**Run 1: signal wires on met1**

Scale bar: 20 µm. Cells faint in the background.
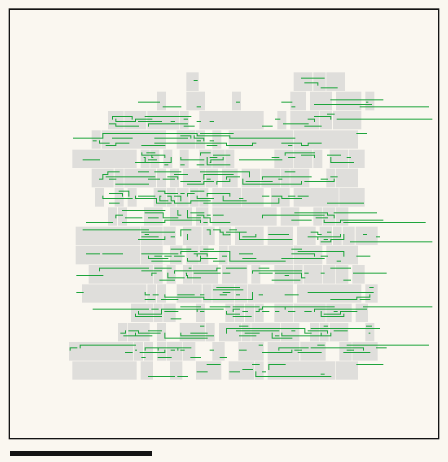
**Run 1: met2 routing**

Scale bar: 20 µm. Cells faint in the background.
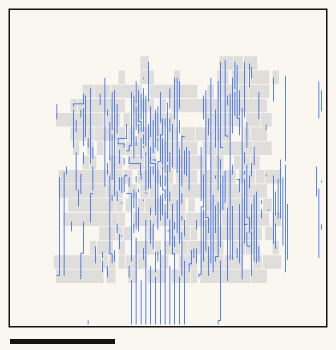
**Run 1: the metal 3 layer**

Scale bar: 20 µm. Cells faint in the background.
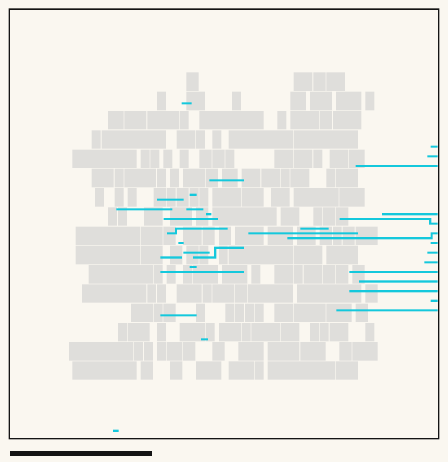
**Run 1: pin placement**

Scale bar: 20 µm. Pins as bars across the die edge, other pins in gray.
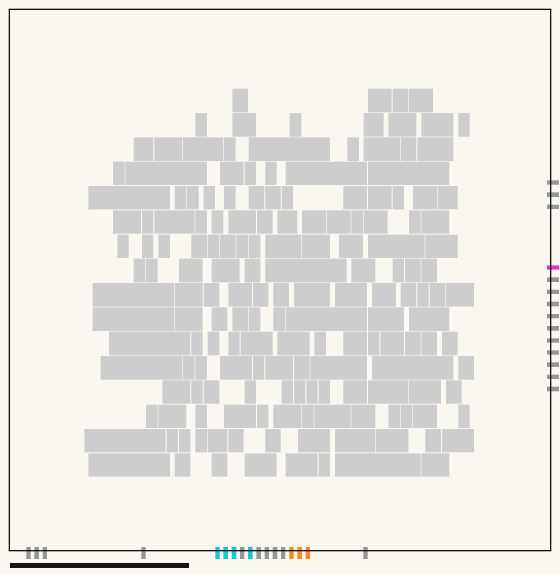
<file path="config.mk">
export PLATFORM = sky130hd
export DESIGN_NAME = register_sequencer
export DESIGN_NICKNAME = d
export VERILOG_FILES = /design/src/rtl/register_sequencer.sv
export SDC_FILE = /design/constraint.sdc
export NUM_CORES = 1
export LEC_CHECK = 0
export ABC_AREA = 1
export ABC_CLOCK_PERIOD_IN_PS = 2200
export CORE_MARGIN = 8
export CORE_UTILIZATION = 48
export DETAILED_ROUTE_END_ITERATION = 8
export PLACE_DENSITY = 0.91
export SYNTH_ARGS = -nofsm -noshare
export SYNTH_HDL_FRONTEND = slang
export SYNTH_SLANG_ARGS = --single-unit
</file>
<file path="constraint.sdc">
create_clock -name clk -period 2.2 [get_ports clk]
set_clock_uncertainty 0.15 [all_clocks]
set_input_delay 0.66 -clock clk [delete_from_list [all_inputs] [get_ports clk]]
set_output_delay 0.66 -clock clk [all_outputs]
set_load 0.01 [all_outputs]
</file>
<file path="src/rtl/register_sequencer.sv">
// register_sequencer
//   Accepts one command at a time and sequences the one-hot control strobes
//   of a 4-bit clear/load/inc/dec/shift register. It carries out
//   multi-cycle operations: add/sub by N, shift by N, and rotate right by N.
//   Completion is reported with a one-cycle done pulse. The aborted output
//   qualifies that pulse.
//
// Ports
//   clk, rst                : clock and asynchronous active-high reset
//   i_cmd_valid/o_cmd_ready : command handshake
//   i_cmd_op                : 0 NOP, 1 CLR, 2 LOAD, 3 ADD, 4 SUB, 5 SHR, 6 SHL, 7 ROR
//   i_cmd_data              : load value, or repeat count N for ops 3-7
//   i_cmd_fill              : serial fill bit for SHR/SHL
//   i_abort                 : terminate the running command
//   i_reg_q                 : current register contents (bit 0 feeds ROR)
//   o_reg_cl .. o_reg_sl    : register control strobes (at most one high)
//   o_reg_in, o_reg_ir/il   : parallel-load data and serial inputs
//   o_done, o_aborted       : completion pulse and abort qualifier
module register_sequencer #(
  parameter int unsigned CNT_W = 4
) (
  input  logic             clk,
  input  logic             rst,
  input  logic             i_cmd_valid,
  output logic             o_cmd_ready,
  input  logic [2:0]       i_cmd_op,
  input  logic [3:0]       i_cmd_data,
  input  logic             i_cmd_fill,
  input  logic             i_abort,
  input  logic [3:0]       i_reg_q,
  output logic             o_reg_cl,
  output logic             o_reg_ld,
  output logic             o_reg_inc,
  output logic             o_reg_dec,
  output logic             o_reg_sr,
  output logic             o_reg_sl,
  output logic [3:0]       o_reg_in,
  output logic             o_reg_ir,
  output logic             o_reg_il,
  output logic             o_done,
  output logic             o_aborted
);

  localparam int unsigned DATA_W = 4;
  localparam int unsigned OP_W   = 3;

  localparam logic [OP_W-1:0] OP_NOP  = OP_W'(0);
  localparam logic [OP_W-1:0] OP_CLR  = OP_W'(1);
  localparam logic [OP_W-1:0] OP_LOAD = OP_W'(2);
  localparam logic [OP_W-1:0] OP_ADD  = OP_W'(3);
  localparam logic [OP_W-1:0] OP_SUB  = OP_W'(4);
  localparam logic [OP_W-1:0] OP_SHR  = OP_W'(5);
  localparam logic [OP_W-1:0] OP_SHL  = OP_W'(6);
  localparam logic [OP_W-1:0] OP_ROR  = OP_W'(7);

  typedef enum logic [1:0] {
    S_IDLE = 2'd0,
    S_EXEC = 2'd1,
    S_DONE = 2'd2
  } state_t;

  state_t             r_state;
  state_t             w_next_state;
  logic [OP_W-1:0]    r_op;
  logic [DATA_W-1:0]  r_data;
  logic               r_fill;
  logic [CNT_W-1:0]   r_count;
  logic [CNT_W-1:0]   w_next_count;
  logic [CNT_W-1:0]   w_init_count;
  logic               r_aborted;
  logic               w_next_aborted;
  logic               w_accept;
  logic               w_strobe_en;
  logic               w_unused;

  // Only bit 0 of the register is needed (ROR feedback).
  assign w_unused = ^i_reg_q[3:1];

  assign w_accept    = (r_state == S_IDLE) && i_cmd_valid;
  // An abort in an EXEC cycle kills that cycle's strobe.
  assign w_strobe_en = (r_state == S_EXEC) && !i_abort;

  // Number of strobes a freshly accepted command needs.
  always_comb begin
    w_init_count = '0;
    case (i_cmd_op)
      OP_NOP:           w_init_count = '0;
      OP_CLR, OP_LOAD:  w_init_count = CNT_W'(1);
      default:          w_init_count = CNT_W'(i_cmd_data);
    endcase
  end

  // State, count and abort-flag registers.
  always_ff @(posedge clk or posedge rst) begin
    if (rst) begin
      r_state   <= S_IDLE;
      r_count   <= '0;
      r_aborted <= 1'b0;
    end else begin
      r_state   <= w_next_state;
      r_count   <= w_next_count;
      r_aborted <= w_next_aborted;
    end
  end

  // Command fields are captured on acceptance and held for the whole command.
  always_ff @(posedge clk or posedge rst) begin
    if (rst) begin
      r_op   <= OP_NOP;
      r_data <= '0;
      r_fill <= 1'b0;
    end else if (w_accept) begin
      r_op   <= i_cmd_op;
      r_data <= i_cmd_data;
      r_fill <= i_cmd_fill;
    end
  end

  // Next-state and count logic.
  always_comb begin
    w_next_state   = r_state;
    w_next_count   = r_count;
    w_next_aborted = r_aborted;
    case (r_state)
      S_IDLE: begin
        w_next_aborted = 1'b0;
        if (w_accept) begin
          w_next_count = w_init_count;
          w_next_state = (w_init_count != '0) ? S_EXEC : S_DONE;
        end
      end
      S_EXEC: begin
        if (i_abort) begin
          w_next_count   = '0;
          w_next_aborted = 1'b1;
          w_next_state   = S_DONE;
        end else begin
          w_next_count = r_count - CNT_W'(1);
          // Count of 1 means this cycle's strobe is the last one.
          if (r_count <= CNT_W'(1)) begin
            w_next_state = S_DONE;
          end
        end
      end
      S_DONE: begin
        w_next_count   = '0;
        w_next_aborted = 1'b0;
        w_next_state   = S_IDLE;
      end
      default: begin
        w_next_count   = '0;
        w_next_aborted = 1'b0;
        w_next_state   = S_IDLE;
      end
    endcase
  end

  // Strobe decode: one strobe per EXEC cycle, data/serial inputs zero otherwise.
  always_comb begin
    o_reg_cl  = 1'b0;
    o_reg_ld  = 1'b0;
    o_reg_inc = 1'b0;
    o_reg_dec = 1'b0;
    o_reg_sr  = 1'b0;
    o_reg_sl  = 1'b0;
    o_reg_in  = '0;
    o_reg_ir  = 1'b0;
    o_reg_il  = 1'b0;
    if (w_strobe_en) begin
      case (r_op)
        OP_CLR:  o_reg_cl = 1'b1;
        OP_LOAD: begin
          o_reg_ld = 1'b1;
          o_reg_in = r_data;
        end
        OP_ADD:  o_reg_inc = 1'b1;
        OP_SUB:  o_reg_dec = 1'b1;
        OP_SHR: begin
          o_reg_sr = 1'b1;
          o_reg_ir = r_fill;
        end
        OP_SHL: begin
          o_reg_sl = 1'b1;
          o_reg_il = r_fill;
        end
        OP_ROR: begin
          // Rotate: bit 0 re-enters at the top, sampled live each cycle.
          o_reg_sr = 1'b1;
          o_reg_ir = i_reg_q[0];
        end
        default: ;
      endcase
    end
  end

  // Handshake and completion decode from the state register.
  assign o_cmd_ready = (r_state == S_IDLE);
  assign o_done      = (r_state == S_DONE);
  assign o_aborted   = (r_state == S_DONE) && r_aborted;

endmodule

</file>
==> flow_metrics.env, run 1 <==
# yosys + openroad results
export IMPL_post_route_period_util_pct=102
export IMPL_ys_flops=15
export IMPL_outcome="finished, violations left"
export IMPL_die_area_um2=3650
export IMPL_comb_power_share_pct=58.6
export IMPL_finalPower_mw=1.59
export IMPL_period_needed_ps=2230
export IMPL_final_util_pct=71.7
export IMPL_top_cell_area_share_pct=39.6
export IMPL_clockBufferDepth=2
export IMPL_yosys_stat_cells=121
export IMPL_critPathBufInv=3
export IMPL_clkPwrFrac_pct=10.3
export IMPL_drive_gt1_share_pct=39.5
export IMPL_tightest_slew_ps=589
export IMPL_startpoint_type="input port"
export IMPL_powerDensity_nw_per_um2=1150
export IMPL_fp_util_pct=49.3
export IMPL_flop_area_um2=377
export IMPL_grt_antenna_before_repair=0
export IMPL_crit_path_end_kind="output port"
export IMPL_worstPathRequired_ps=1390
export IMPL_worstSkewPairLatency_ps=290
export IMPL_failed_checks="setup timing"
export IMPL_ys_sh_adder_pct=2.64
export IMPL_ys_sh_xor_pct=0.923
export IMPL_yosysWarnings=0
export IMPL_min_path_type="register to register"
export IMPL_maxSlewViolCount=0
export IMPL_combGateArea_um2=522
export IMPL_area_leaders="dfrtp_1 40%, nand2_1 9.1%, inv_1 7.9%, o21ai_2 6.5%, nor2_1 5.5%"
export IMPL_grt_ovfl_total=0
export IMPL_routedWlPerCell_um=14.4
export IMPL_dr_first_iter_drc_count=37
export IMPL_netlist_instances=121
export IMPL_grt_total_usage_pct=15.8
export IMPL_criticalPathCategory="input port to output port"
export IMPL_finalSetupViolCount=4
export IMPL_synth_compound_area_share_pct=14.1
export IMPL_cts_root_buf="clkbuf_4"
export IMPL_hpwl_mm=2.05
export IMPL_cts_tree="done"
export IMPL_syn_num_nets=139
export IMPL_fp_coreArea_um2=1920
export IMPL_p_seq_share_pct=31.1
export IMPL_nNetsFinal=186
export IMPL_slowest_stage="nor2_4"
export IMPL_critPathTopFamily="simple AND/OR/NAND/NOR gates"
export IMPL_net_switching_power_mw=0.728
export IMPL_pre_cts_ws_ps=-831
export IMPL_synth_async_reset_ratio_pct=100
export IMPL_netlist_area_um2=948
export IMPL_route_detailed_drc=0
export IMPL_grt_max_degree=17
export IMPL_crit_path_frequent_cell="nand3_4"
export IMPL_ant_nets=0
export IMPL_htreeDepth=1
export IMPL_yosys_area_share_simple_pct=32.5
export IMPL_drv_cap=0
export IMPL_switching_share_pct=45.9
export IMPL_cts_made_buffers=3
export IMPL_setup_tns_ps=-68.1
export IMPL_dr_pass1_iters=4
export IMPL_via_per_inst=5.03
export IMPL_dpl_instance_area_um2=1320
export IMPL_fin_area_um2=1380
export IMPL_ys_chip_area_um2=948
export IMPL_io_pins=31
export IMPL_fmax_mhz=448
export IMPL_synthTopLogicFamily="simple AND/OR/NAND/NOR gates"
export IMPL_tool_warnings=32
export IMPL_fin_ws_ps=-33.8
export IMPL_slew_headroom_pct=60.7
export IMPL_cp_max_fo=5
export IMPL_place_congestion=0.829
export IMPL_path_clk_slew_ps=100
export IMPL_area_growth_pct=45.4
export IMPL_placementRows=16
export IMPL_edf_count=0
export IMPL_cp_arrival_ps=1420
export IMPL_grt_pass1_wl_mm=4.41
export IMPL_synthDistinctLibCells=23
export IMPL_mux_share_pct=0
Back to the opening pictures, 'signal wires on met1':
- share of all routed wire: 36%
- main direction: horizontal
- nets with wire on the layer: 170
- longest straight run: 13.3 µm
- wire length on this layer: 1010 µm

Back to the opening pictures, 'met2 routing':
- main direction: vertical
- share of all routed wire: 54%
M2 GR Usage: 30.6%
final wirelength: 2.80 mm
via count: 976

Back to the opening pictures, 'the metal 3 layer':
- share of all routed wire: 7.0%
- wire length on this layer: 198 µm
- main direction: horizontal
- nets with wire on the layer: 26

Back to the opening pictures, 'pin placement':
- orange: `i_cmd_op` (pins 3; direction input; edge south)
- cyan: `o_reg_in` (pins 4; direction output; edge south)
- magenta: `o_cmd_ready` (pins 1; direction output; edge east)
Chip Height: 60.5 µm
Die Wd: 60.5 µm

-- run 1: cell families after synthesis --
logic type | Yosys count
and+or+nand+nor | 61
adders and majority gates | 2
xor gates and xnor gates | 1
AOI/OAI and AO/OA | 18
buffers and inverters | 24
DFF | 15
-- run 1: worst reg2reg max path, delay by kind of cell, from the launching register on --
| kind | cells | cell delay (ps) |
|---|---|---|
| AOI/OAI and AO/OA | 1 | 50 |
| and+or+nand+nor | 3 | 320 |
| DFF | 1 | 420 |
| buffers and inverters | 4 | 480 |
-- run 1: cell type report --
type / count / share of cell area, %
Inverter: 23 / 6.62
Clock buffer: 3 / 1.63
Sequential cell: 15 / 27.3
Tap cell: 27 / 2.45
Multi-Input combinational cell: 82 / 37.8
Clock inverter: 1 / 0.363
Timing Repair Buffer: 43 / 23.8
-- run 1: sequential cells by signal, summed over array words and instances, names as in the netlist --
| signal | count |
|---|---|
| r_count | 4 |
| r_data | 4 |
| r_op | 3 |
| r_state | 2 |
| r_aborted | 1 |
| r_fill | 1 |
-- run 1: through the flow --
| stage | instances | hold slack [ps] |
|---|---|---|
| after global routing | 194 | 382 |
| after global placement | 184 | 319 |
| final | 194 | 339 |
| after CTS | 190 | 344 |
| after detailed placement | 184 | 321 |
| after floorplan | 121 | 305 |
-- run 1: placed cells by master, fill, tap and decap left out, drive strengths merged --
master,Yosys,layout
nor3b,1,1
clkbuf,0,3
dlygate4sd2,0,3
nand3,11,11
buf,1,29
o211ai,1,1
dfrtp,15,15
nor3,4,4
clkdlybuf4s15,0,1
clkdlybuf4s50,0,10
nand2,26,26
xnor2,1,1
a21oi,6,6
clkinv,0,1
inv,23,23
nor2,17,17
o21ai,11,11
ha,2,2
nor4,2,2
-- run 1: routing by layer --
metal | routed length, µm | up-vias | GRT usage (%)
met1 | 1010 | 448 | 16.5
met2 | 1500 | 44 | 30.6
met3 | 197 | 12 | 2.12
met4 | 91 | 0 | 6.64
li1 | - | 472 | -
met5 | 0 | - | 0
-- run 1: worst paths after layout --
| kind | start | endpoint | slack (ps) | depth (start not counted) |
|---|---|---|---|---|
| max reg2reg | r_state[0] | r_count[2] | 680 | 8 |
| max | i_abort | o_reg_in[0] | -30 | 7 |
| min reg2reg | r_data[0] | r_data[0] | 340 | 2 |
| min in group asynchronous | rst | r_fill | 580 | 2 |
| min | r_data[0] | r_data[0] | 340 | 2 |
| max in group asynchronous | rst | r_op[0] | 900 | 2 |
-- run 1: power by group through the flow --
stage | clock (mW) | sequential, mW | combinational [mW]
floorplan | 0 | 0.492 | 0.528
global placement | 0 | 0.473 | 0.803
detailed placement | 0 | 0.482 | 0.853
CTS | 0.165 | 0.488 | 0.862
global route | 0.181 | 0.510 | 1.02
finish | 0.163 | 0.494 | 0.929
-- run 1: what timing repair did --
action | 4_1_cts | 5_1_grt
endpoints found under the setup margin | 15 | 12
gates resized | 63 | 13
pin swaps | 4 | 3
cloned | 0 | 0
buffers inserted | 2 | 4
--- run 2 (diff from run 1) ---
--- a/config.mk
+++ b/config.mk
@@ -6,7 +6,7 @@
 export NUM_CORES = 1
 export LEC_CHECK = 0
 export ABC_AREA = 1
-export ABC_CLOCK_PERIOD_IN_PS = 2200
+export ABC_CLOCK_PERIOD_IN_PS = 2700
 export CORE_MARGIN = 8
 export CORE_UTILIZATION = 48
 export DETAILED_ROUTE_END_ITERATION = 8
==> constraint.sdc (replaced) <==
create_clock -name clk -period 2.7 [get_ports clk]
set_clock_uncertainty 0.15 [all_clocks]
set_input_delay 0.81 -clock clk [delete_from_list [all_inputs] [get_ports clk]]
set_output_delay 0.81 -clock clk [all_outputs]
set_load 0.01 [all_outputs]
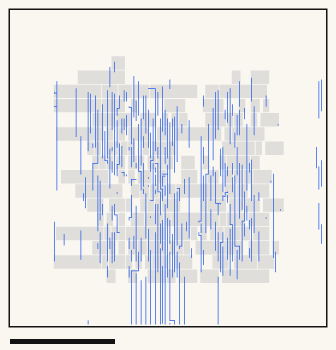
**Above:** run 2 (met2 routing).
Scale bar: 20 µm. Cells faint in the background.
- main direction: vertical
- nets with wire on the layer: 143
- wire length on this layer: 1230 µm
via count: 920
M2 GR Usage: 26.2%
final wirelength: 2.39 mm

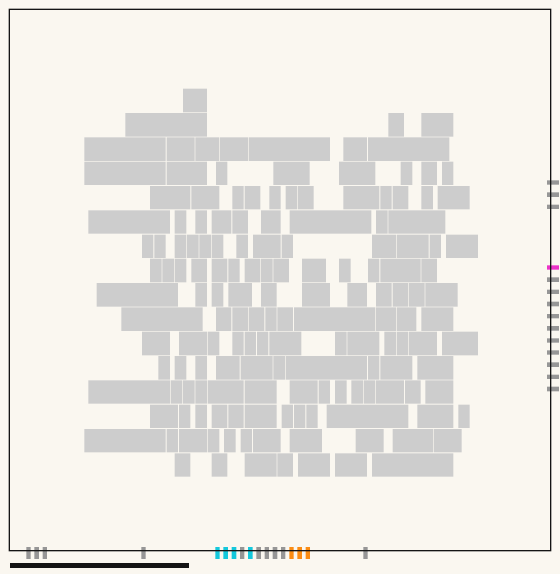
**Above:** run 2 (pin placement).
Scale bar: 20 µm. Pins as bars across the die edge, other pins in gray.
- cyan: `o_reg_in` (pins 4; direction output; edge south)
- magenta: `o_cmd_ready` (pins 1; direction output; edge east)
- orange: `i_cmd_op` (pins 3; direction input; edge south)
- all pins by edge: 17 south, 14 east
Buffers on Ports: 27

==> flow_metrics.env, run 2 <==
# yosys + openroad results
export IMPL_outcome="completed"
export IMPL_cp_max_fo=4
export IMPL_edf_count=0
export IMPL_crit_path_end_kind="output port"
export IMPL_routedWlPerCell_um=13.1
export IMPL_fp_util_pct=49.3
export IMPL_worstPathRequired_ps=1740
export IMPL_worstSkewPairLatency_ps=300
export IMPL_place_congestion=0.829
export IMPL_min_path_type="register to register"
export IMPL_die_size_y_um=60.5
export IMPL_grt_antenna_before_repair=0
export IMPL_via_per_inst=5.05
export IMPL_grt_pass1_wl_mm=3.90
export IMPL_hpwl_mm=1.87
export IMPL_netlist_instances=121
export IMPL_finalSetupViolCount=0
export IMPL_period_needed_ps=2610
export IMPL_pre_cts_ws_ps=-598
export IMPL_chipWidth_um=60.5
export IMPL_slew_headroom_pct=61.1
export IMPL_top_cell_area_share_pct=39.6
export IMPL_startpoint_type="input port"
export IMPL_path_clk_slew_ps=100
export IMPL_flop_area_um2=375
export IMPL_dr_first_iter_drc_count=16
export IMPL_fin_ws_ps=89.2
export IMPL_cts_tree="done"
export IMPL_dr_pass1_iters=4
export IMPL_critPathTopFamily="buffers and inverters"
export IMPL_fmax_mhz=383
export IMPL_grt_max_degree=17
export IMPL_tightest_slew_ps=582
export IMPL_top_regs="r_count x4, r_data x4, r_op x3"
export IMPL_ys_flops=15
export IMPL_drv_cap=0
export IMPL_criticalPathCategory="input port to output port"
export IMPL_synthDistinctLibCells=23
export IMPL_place_inst=177
export IMPL_yosys_stat_cells=121
export IMPL_layout_top_cell="nand2_1"
export IMPL_crit_path_frequent_cell="buf_2"
export IMPL_synth_async_reset_ratio_pct=100
export IMPL_powerDensity_nw_per_um2=898
export IMPL_clockBufferDepth=2
export IMPL_io_pins=31
export IMPL_ant_nets=0
export IMPL_combGateArea_um2=490
export IMPL_nNetsFinal=174
export IMPL_slowest_stage="buf_6"
export IMPL_ys_chip_area_um2=948
export IMPL_area_growth_pct=35.6
export IMPL_die_area_um2=3650
export IMPL_yosysWarnings=0
export IMPL_power_leakage_nw=0.649
export IMPL_cts_root_buf="clkbuf_4"
export IMPL_final_cells=182
export IMPL_final_util_pct=66.9
export IMPL_post_route_period_util_pct=96.7
export IMPL_placementRows=16
export IMPL_fp_coreArea_um2=1920
export IMPL_critPathBufInv=4
export IMPL_lay_top_cells="23 x nand2_1, 19 x inv_1, 15 x dfrtp_1, 13 x nor2_1, 13 x clkdlybuf4s50_1"
export IMPL_drive_gt1_share_pct=28.4
-- run 2: cell counts after synthesis --
Identical to the previous run, type by type.
-- run 2: path summary, 6_finish.rpt --
kind,start,to,slack [ps],depth (start not counted)
setup / recovery,i_abort,o_reg_in[2],90,8
setup reg to reg,r_state[1],r_count[0],1230,7
min in group asynchronous,rst,r_aborted,720,2
max in group asynchronous,rst,r_data[3],1300,2
hold / removal,r_data[0],r_data[0],350,2
hold reg to reg,r_data[0],r_data[0],350,2
-- run 2: cell families after synthesis --
family / count (synthesis) / share of synthesized area (%)
compound gates: 18 / 14.1
xor+xnor: 1 / 0.924
fa+ha+maj: 2 / 2.64
buf+inv: 24 / 10.3
flops: 15 / 39.6
simple gates: 61 / 32.5
-- run 2: layout make-up --
cell class,count,share of cell area (%)
multi-input combinational,82,38.1
clock inverter,1,0.389
tap,27,2.63
timing repair buffer,31,21.2
inverter,23,6.71
sequential,15,29.2
clock buffer,3,1.75
-- run 2: through the flow --
step                      power (mW)  instance area, µm²  setup TNS (ps)  hold WS, ps
after floorplan                0.831                 948               0          305
after global placement         0.973                1260           -6480          317
after detailed placement        1.01                1260           -6680          339
after CTS                       1.16                1290               0          358
after global routing            1.24                1290               0          395
final                           1.16                1290               0          353
-- run 2: where the power goes --
group	internal, mW	switching, mW	leakage (nW)
clock network	0.0552	0.0781	0.0177
logic	0.244	0.362	0.447
registers	0.325	0.0906	0.184
-- run 2: repair_timing --
action | 4_1_cts | 5_1_grt
hold endpoints to repair | 0 | 0
setup buffers | 1 | 0
endpoints found under the setup margin | 12 | 0
gates resized | 45 | 0
-- run 2: per-layer routing --
| metal | part of all wire (%) | global-route usage [%] |
|---|---|---|
| met4 | 2.6 | 8.97 |
| met3 | 5.9 | 1.91 |
| met1 | 40 | 14.6 |
| met5 | 0 | 0 |
| met2 | 51 | 26.2 |
-- run 2: tightest hold or removal path, stage by stage (launching register included) --
cell	delay, ps
dfrtp_1	360
nand2_1	70
o21ai_2	50
**Run 2: the metal 3 layer**

Scale bar: 20 µm. Cells faint in the background.
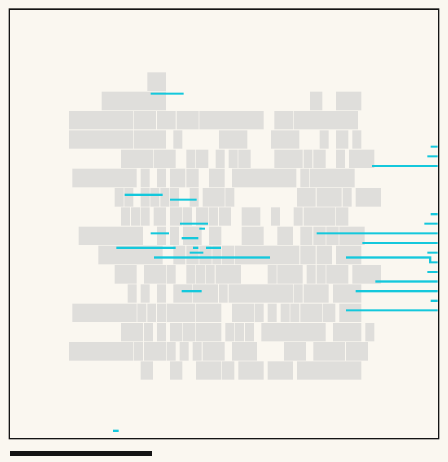

--- run 3 (diff from run 2) ---
--- a/config.mk
+++ b/config.mk
@@ -11,6 +11,7 @@
 export CORE_UTILIZATION = 48
 export DETAILED_ROUTE_END_ITERATION = 8
 export PLACE_DENSITY = 0.91
+export REMOVE_ABC_BUFFERS = 1
 export SYNTH_ARGS = -nofsm -noshare
 export SYNTH_HDL_FRONTEND = slang
 export SYNTH_SLANG_ARGS = --single-unit
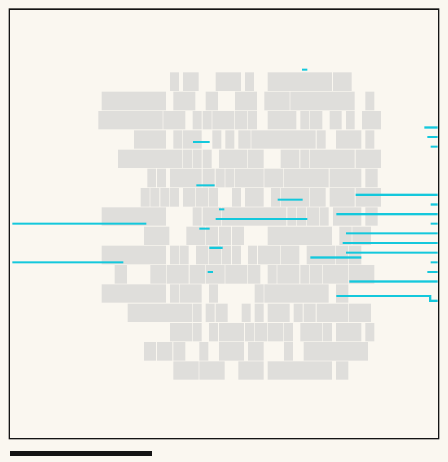
**Above:** run 3 (the metal 3 layer).
Scale bar: 20 µm. Cells faint in the background.
- longest straight run: 18.6 µm
- main direction: horizontal
- nets with wire on the layer: 22

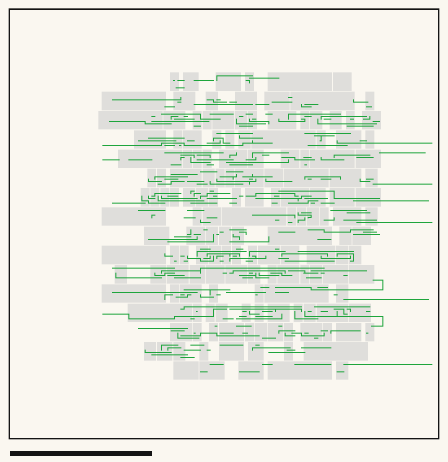
**Above:** run 3 (signal wires on met1).
Scale bar: 20 µm. Cells faint in the background.
- main direction: horizontal
- share of all routed wire: 40%
- nets with wire on the layer: 153
- longest straight run: 17.5 µm
- wire length on this layer: 997 µm
final wirelength: 2.48 mm
via count: 907
met1 usage: 13.4%

==> flow_metrics.env, run 3 <==
# yosys + openroad results
export IMPL_outcome="completed"
export IMPL_slowest_stage="nor4_1"
export IMPL_edf_count=0
export IMPL_min_to="r_data[0]"
export IMPL_criticalPathCategory="input port to output port"
export IMPL_netlist_instances=121
export IMPL_die_area_um2=3650
export IMPL_routedWlPerCell_um=13.4
export IMPL_finalPower_mw=1.19
export IMPL_synth_async_reset_ratio_pct=100
export IMPL_layout_top_cell="nand2_1"
export IMPL_lay_top_cells="23 x nand2_1, 19 x inv_1, 15 x dfrtp_1, 13 x clkdlybuf4s50_1, 11 x buf_2"
export IMPL_mux_share_pct=0
export IMPL_synth_compound_area_share_pct=14.1
export IMPL_synthTopLogicFamily="simple AND/OR/NAND/NOR gates"
export IMPL_drive_gt1_share_pct=33.5
export IMPL_dr_pass1_iters=4
export IMPL_grt_pass1_wl_mm=3.90
export IMPL_worstSetupStartpoint="i_abort"
export IMPL_min_from="r_data[0]"
export IMPL_final_util_pct=68.2
export IMPL_place_congestion=0.814
export IMPL_ys_flops=15
export IMPL_drv_cap=0
export IMPL_holdPathStages=2
export IMPL_fmax_mhz=373
export IMPL_clockBufferDepth=2
export IMPL_power_leakage_nw=0.668
export IMPL_grt_max_degree=17
export IMPL_r2r_slack_ps=1250
export IMPL_worstRegToRegCells=8
export IMPL_numPortBuffers=27
export IMPL_die_size_y_um=60.5
export IMPL_chipWidth_um=60.5
export IMPL_via_per_inst=4.90
[run 3: area by class of cell]
class | count | area [µm²]
clock buffer | 4 | 26.3
fill | 150 | 612
inverter | 23 | 88.8
multi-input combinational | 82 | 518
sequential | 15 | 375
tap | 27 | 33.8
timing repair buffer | 34 | 268
[run 3: cells by family after synthesis]
logic type | Yosys count
compound gates | 18
xor+xnor | 1
fa+ha+maj | 2
buf+inv | 24
flops | 15
simple gates | 61
[run 3: how the worst max path moves through the flow]
stage,endpoint,slack [ps],cells past startpoint
6_report,o_reg_inc,20,6
5_1_grt,o_reg_inc,-60,6
4_1_cts,o_reg_in[1],10,7
3_5_place_dp,o_reg_in[1],-640,7
3_3_place_gp,o_reg_in[3],-620,7
2_1_floorplan,o_reg_dec,300,5
[run 3: metal layers]
layer	track usage (%)	vias to the layer above	part of all wire, %
li1	-	455	-
met1	13.4	416	40
met2	26.1	29	51
met3	4.03	7	6.5
met4	6.64	0	1.8
met5	0	-	0
[run 3: where the power goes]
part	total, mW	leakage (nW)	switching [mW]	internal [mW]
Clock	0.128	0.0150	0.0706	0.0574
Sequential	0.424	0.184	0.0991	0.325
Combinational	0.634	0.469	0.379	0.255
Total	1.19	0.668	0.549	0.637
[run 3: repair_timing]
| item | in CTS | in global routing |
|---|---|---|
| pin swaps | 5 | 6 |
| buffers inserted | 1 | 2 |
| setup endpoints to repair | 12 | 11 |
| resized | 59 | 6 |
[run 3: worst max-delay path, delay by kind of cell]
family / cells / cell delay, ps
buffers and inverters: 4 / 600
AND/OR/NAND/NOR: 2 / 310
[run 3: metrics by stage]
stage | setup WS (ps) | hold slack, ps | instance area, µm² | std cells
after floorplan | 304 | 305 | 937 | 120
after global placement | -623 | 316 | 1270 | 178
after detailed placement | -637 | 333 | 1270 | 178
after CTS | 11.7 | 354 | 1280 | 183
after global routing | -57.0 | 376 | 1310 | 185
final | 17.7 | 349 | 1310 | 185
Power and IR drop assume default switching activity.
